`src/rtl/fa_mux_1.sv`:
```
// Ripple-carry adder built only from 2:1 multiplexer cells, with a registered
// result stage so it can sit directly on a pipeline boundary.
module fa_mux_1 #(
  parameter int WIDTH = 1
) (
  input  logic             clk,
  input  logic             rst_n,
  input  logic             in_valid,
  input  logic [WIDTH-1:0] a,
  input  logic [WIDTH-1:0] b,
  input  logic             c,
  output logic [WIDTH-1:0] sum,
  output logic             carry,
  output logic             out_valid
);

  logic [WIDTH-1:0] prop;
  logic [WIDTH:0]   chain;
  logic [WIDTH-1:0] sum_next;

  logic [WIDTH-1:0] sum_reg;
  logic             carry_reg;
  logic             valid_reg;

  assign chain[0] = c;

  // Each cell: sum muxed on its carry-in, carry-out muxed on propagate.
  generate
    for (genvar gi = 0; gi < WIDTH; gi++) begin : g_cell
      assign prop[gi]     = a[gi] ^ b[gi];
      assign sum_next[gi] = chain[gi] ? ~prop[gi] : prop[gi];
      assign chain[gi+1]  = prop[gi] ? chain[gi] : a[gi];
    end
  endgenerate

  // Result only loads on accepted inputs, so idle-cycle operands never leak in.
  always_ff @(posedge clk or negedge rst_n) begin
    if (!rst_n) begin
      sum_reg   <= '0;
      carry_reg <= 1'b0;
      valid_reg <= 1'b0;
    end else begin
      valid_reg <= in_valid;
      if (in_valid) begin
        sum_reg   <= sum_next;
        carry_reg <= chain[WIDTH];
      end
    end
  end

  assign sum       = sum_reg;
  assign carry     = carry_reg;
  assign out_valid = valid_reg;

endmodule

```
`config.mk`:
```
export PLATFORM = sky130hd
export DESIGN_NAME = fa_mux_1
export DESIGN_NICKNAME = d
export VERILOG_FILES = /design/src/rtl/fa_mux_1.sv
export SDC_FILE = /design/constraint.sdc
export NUM_CORES = 1
export LEC_CHECK = 0
export CAP_MARGIN = 20
export CORE_AREA = 2 2 39 41
export DETAILED_ROUTE_END_ITERATION = 6
export DIE_AREA = 0 0 41 43
export GPL_ROUTABILITY_DRIVEN = 0
export GPL_TIMING_DRIVEN = 0
export PLACE_DENSITY_LB_ADDON = 0.1
export SETUP_SLACK_MARGIN = 0.1
export SLEW_MARGIN = 20
export SYNTH_ARGS = -nofsm -noshare
export SYNTH_HDL_FRONTEND = slang
export SYNTH_SLANG_ARGS = --single-unit
```
`constraint.sdc`:
```
create_clock -name clk -period 0.8 [get_ports clk]
set_input_delay 0.16 -clock clk [delete_from_list [all_inputs] [get_ports clk]]
set_output_delay 0.16 -clock clk [all_outputs]
set_load 0.005 [all_outputs]
```
### Signal wires on met2, run 1

Bar = 10 µm.
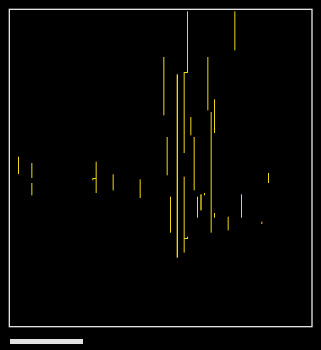
- share of all routed wire: 45%
- longest straight run: 24.8 µm
- wire length on this layer: 142 µm
Total Wirelength: 316 µm
Via Count: 117
routing usage on met2: 4.69%

### Nets reached from selected ports, run 1

Bar = 10 µm.
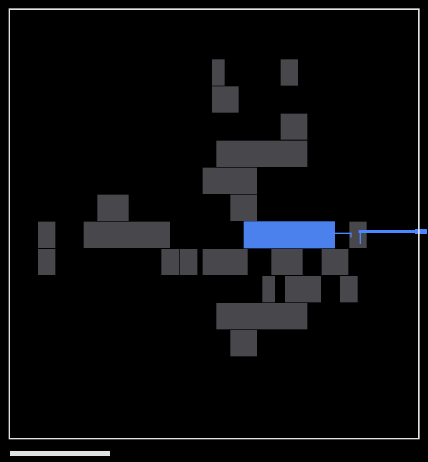
- out_valid: blue (bits 1; direction output; edge right; end cells 1; buffers 1; wire 8.80 µm)
# port buffers: 8
Boundary Pins: 9

==> metrics.cfg, run 1 <==
[global_route]
grt_start_max_net_pins=5
use_met3_pct=0.524
grt_pass1_wl_um=455
grt_usage_pct=4.62
grt_pass1_vias=134
overflow=0
gr-usage-met1_pct=4.82
antenna_found_initial=0
busiest_layer=met4

[route]
vias_per_cell=3.00
avgRoutedWirePerCell_um=8.10
drc=0
m1WireLength_um=130
dr.max_layer_used=met3
dr_wl_met3_um=44
dr.first_iter.drc_count=2
firstDrtPassIters=2
wl_met2_um=141
drtAntennaViolNets=0

[synthesis]
ff_type=dfrtp_1
adder_share_pct=0
ys_seq_share_pct=56.1
compound_area_share_pct=12.1
ys_area_um2=134
synth_area_per_cell_um2=14.9
async_flop_share_pct=100
mux_share_pct=11.2
top_logic_kind=XOR/XNOR gates
fp_nets=15
edf_count=0
synth_flop_count=3
ys_sh_simple_pct=0
top_cells_by_area=dfrtp_1 56%, xor3_1 18%, mux2_4 11%, o22ai_1 4.7%, a21oi_1 3.7%
synth_area_um2=134
largest_area_cell=dfrtp_1
netlist_instances=9
yosysWarnings=0
yosys.area.top_type_share_pct=56.1
xor_share_pct=17.8
most_common_cell=dfrtp_1
synth_cell_type_count=7
ys_cells=9

[sta]
finalCritPeriodShare_pct=110
finalCriticalPeriod_ps=878
maxSlewHeadroom_pct=87.2
skew_ps=0
setup_viol=4
fin_tns_setup_ps=-266
maxSlewViolCount=0
hold_slack_ps=114
worst_pin_slew_ps=190
fin_ws_ps=-77.8
finalHoldViolCount=0
fmax_mhz=1140
rsz0062_at_grt=true

[power]
comb_power_share_pct=20.6
switchingPower_uw=118
p_int_uw=434
power.density_nw_per_um2=2170
comb-power_uw=114
finalPower_uw=552
leakage_nw=0.128
power.group.top=clock
seq_power_uw=178
peakVddDrop_v=0.000373
clk-power_uw=260
seqPwrFrac_pct=32.3
sw_frac_of_total_pct=21.3
clock_power_share_pct=47.1

[setup_path]
crit_type=reg2out
ff2ff_path_depth=2
timing.rr.end=sum$_DFFE_PN0P_
cpLargestDelayFamily=flip-flops
cp-startpoint=sum$_DFFE_PN0P_
path_cells=buf_2
crit_fanout=2
crit_path_start_kind=flop
slowest_delay_ps=360
r2r_setup_slack_ps=-60
crit_buf_inv=1
endpoint=sum
cp_slowest_cell=dfrtp_1
worstSetupPathDepth=1
cp.arrival_ps=720
worstSetupEndpointType=primary output
worstPathRequired_ps=640
r2r-start=sum$_DFFE_PN0P_

[status]
status=complete, but fails checks
violations=setup timing

[final_layout]
drive_gt1_share_pct=56.5
clkbuf_count=4
nNonClkInverters=1
layout_top_cell=buf_2
seq_cells=3
fin_area_um2=254
nFillCells=166
sh_comb_area_pct=24.1
nNetsFinal=30
final-nonclk-buf-share_pct=26.6
mostFrequentLayoutCells=5 x buf_2, 3 x dfrtp_1, 3 x clkbuf_4, 2 x dlygate4sd2_1, 2 x buf_4
diodes=0
regArea_um2=75.1
seq-cell-share_pct=29.6
clkCellAreaFrac_pct=10.3
comb_cells=5
logic_area_um2=61.3
instances_no_fill=39
largestClassByArea=registers
nNonClkBuffers=10
area_growth_pct=89.7

[die]
rows=14
chip_area_um2=1760
die_w_um=41
die_h_um=43
taps=16

[clock_network]
numCtsBuffers=3
cts_resized=22
clock_path_buffers=2
cts_setup_buffers=1
htree_levels=1
cts.clk_slew.worst_paths_ps=40
cts_root_buf=clkbuf_4
insertion_delay_ps=230
cts_num_sinks=3
cts_tree=done
ctsHoldBuffers=0

[place]
placed_cell_area_um2=234
dp.cells=33
dp_slack_ps=-644

[flow_run]
max-cap-violations=0
warnings=29

[hold_path]
hold_path.class=in2async

### Local utilization, run 1

8 x 9 tiles, from dark purple (low) to yellow (high), 0 to 100% covered.
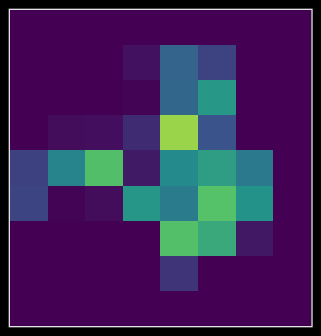
- nearly empty tiles: 63%
- fullest tile: 84%
- emptiest ninth of the die: upper left
- tiles over 75% full: 1.4%
- densest ninth of the die: centre
core box area: 1380 µm²
final core area utilization: 18.4%
FP Core Util: 9.67%

==> run 2: changes to the inputs <==
==> constraint.sdc (replaced) <==
create_clock -name clk -period 1.1 [get_ports clk]
set_input_delay 0.22 -clock clk [delete_from_list [all_inputs] [get_ports clk]]
set_output_delay 0.22 -clock clk [all_outputs]
set_load 0.005 [all_outputs]
### Signal wires on met2, run 2

Bar = 10 µm.
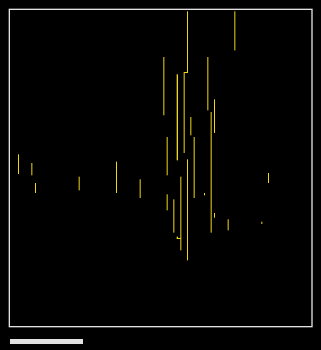
Via Count: 113
Total Wirelength: 301 µm

==> run 2 against run 1 <==
Net effect:
- the flow now finishes without violations
- register-to-register slack improved by 300 ps
- sequential power fell by 28%
- power fell by 29%
- synthesized cell count did not move
- core utilization fell by 0.54 points
- first-iteration DRC count did not move
- final area fell by 3.0%
- count of clock-buffer cells in the layout did not move
- non-clock buffer count fell by 1
- cell count fell by 2.6%
- critical path type is now in2reg
==> metrics.cfg, run 2 <==
[setup_path]
r2r-start=sum$_DFFE_PN0P_
crit_buf_inv=1  ; unchanged
crit_fanout=4  ; +2
timing.rr.end=sum$_DFFE_PN0P_
cp_slowest_cell=clkdlybuf4s50_1
r2r_setup_slack_ps=240  ; +300 ps
cp-startpoint=in_valid
crit_path_start_kind=input port
ff2ff_path_depth=2  ; unchanged
worstPathRequired_ps=1210  ; +570 ps
worstSetupEndpointType=flop
slowest_delay_ps=540  ; +180 ps
path_cells=clkdlybuf4s50_1 > mux2_4
endpoint=sum$_DFFE_PN0P_
worstSetupPathDepth=2  ; +1

[power]
power.density_nw_per_um2=1600  ; -26%
clk-power_uw=189  ; -27%
sw_frac_of_total_pct=21.0  ; -0.38 points
comb-power_uw=74.7  ; -34%
clock_power_share_pct=48.1  ; +1.0 points
p_int_uw=311  ; -28%
leakage_nw=0.121  ; -5.6%
seqPwrFrac_pct=32.9  ; +0.6 points
finalPower_uw=394  ; -29%
switchingPower_uw=82.5  ; -30%
comb_power_share_pct=19.0  ; -1.6 points

[global_route]
grt_util_met2_pct=4.69  ; unchanged
grt_usage_pct=4.62  ; unchanged
overflow=0  ; unchanged
gr-usage-met1_pct=4.82  ; unchanged
grt_pass1_wl_um=455  ; unchanged
antenna_found_initial=0  ; unchanged

[final_layout]
instances_no_fill=38  ; -2.6%
sh_comb_area_pct=22.3  ; -1.8 points
drive_gt1_share_pct=40.9  ; -16 points
largestClassByArea=registers
nFillCells=165  ; -0.60%
seq_cells=3  ; unchanged
seq-cell-share_pct=30.5  ; +0.90 points
nNonClkInverters=1  ; unchanged
nNetsFinal=29  ; -3.3%
nNonClkBuffers=9  ; -1
utilization_pct=17.8  ; -0.54 points
regArea_um2=75.1  ; unchanged
final-nonclk-buf-share_pct=26.9  ; +0.30 points
mostFrequentLayoutCells=3 x dfrtp_1, 3 x clkbuf_4, 3 x buf_2, 2 x clkdlybuf4s50_1
area_growth_pct=84.1

[synthesis]
ys_seq_share_pct=56.1  ; unchanged
yosysWarnings=0  ; unchanged
ff_type=dfrtp_1
mux_share_pct=11.2  ; unchanged
ys_area_um2=134  ; unchanged
adder_share_pct=0  ; unchanged
top_logic_kind=XOR/XNOR gates
yosys.area.top_type_share_pct=56.1  ; unchanged
async_flop_share_pct=100  ; unchanged
ys_sh_simple_pct=0  ; unchanged
largest_area_cell=dfrtp_1
netlist_instances=9  ; unchanged
compound_area_share_pct=12.1  ; unchanged
synth_cell_type_count=7  ; unchanged
fp_nets=15  ; unchanged
edf_count=0  ; unchanged
synth_area_per_cell_um2=14.9  ; unchanged
xor_share_pct=17.8  ; unchanged
synth_flop_count=3  ; unchanged
ys_cells=9  ; unchanged
top_cells_by_area=dfrtp_1 56%, xor3_1 18%, mux2_4 11%, o22ai_1 4.7%, a21oi_1 3.7%

[die]
rows=14  ; unchanged
die_w_um=41  ; unchanged
die_h_um=43  ; unchanged
chip_area_um2=1760  ; unchanged
taps=16  ; unchanged

[sta]
finalCriticalPeriod_ps=953
rsz0062_at_grt=false
skew_ps=0  ; unchanged
worst_pin_slew_ps=154  ; -36.3 ps
fin_tns_setup_ps=0  ; +266 ps
setup_viol=0  ; -4
finalCritPeriodShare_pct=86.7
finalHoldViolCount=0  ; unchanged
maxSlewHeadroom_pct=89.7  ; +2.5 points
fmax_mhz=1050

[clock_network]
clock_path_buffers=2  ; unchanged
cts_tree=done
cts_num_sinks=3  ; unchanged
cts_resized=16  ; -27%
cts_root_buf=clkbuf_4
cts_setup_buffers=1  ; unchanged

[route]
firstDrtPassIters=2  ; unchanged
m1WireLength_um=121  ; -6.9%
drc=0  ; unchanged
vias_per_cell=2.97  ; -0.88%
dr.first_iter.drc_count=2  ; unchanged
avgRoutedWirePerCell_um=7.92  ; -2.2%
wl_met2_um=135  ; -4.3%
dr.max_layer_used=met3
drtAntennaViolNets=0  ; unchanged

[flow_run]
max-cap-violations=0  ; unchanged
warnings=26  ; -10%

[place]
dp_slack_ps=-404  ; +240 ps
placed_cell_area_um2=234  ; unchanged
dp.cells=33  ; unchanged
portBuffers=8  ; unchanged

[status]
status=finished clean

[hold_path]
hold_path.class=in2async

No activity file was given, so power comes from the tool's default toggle rates.
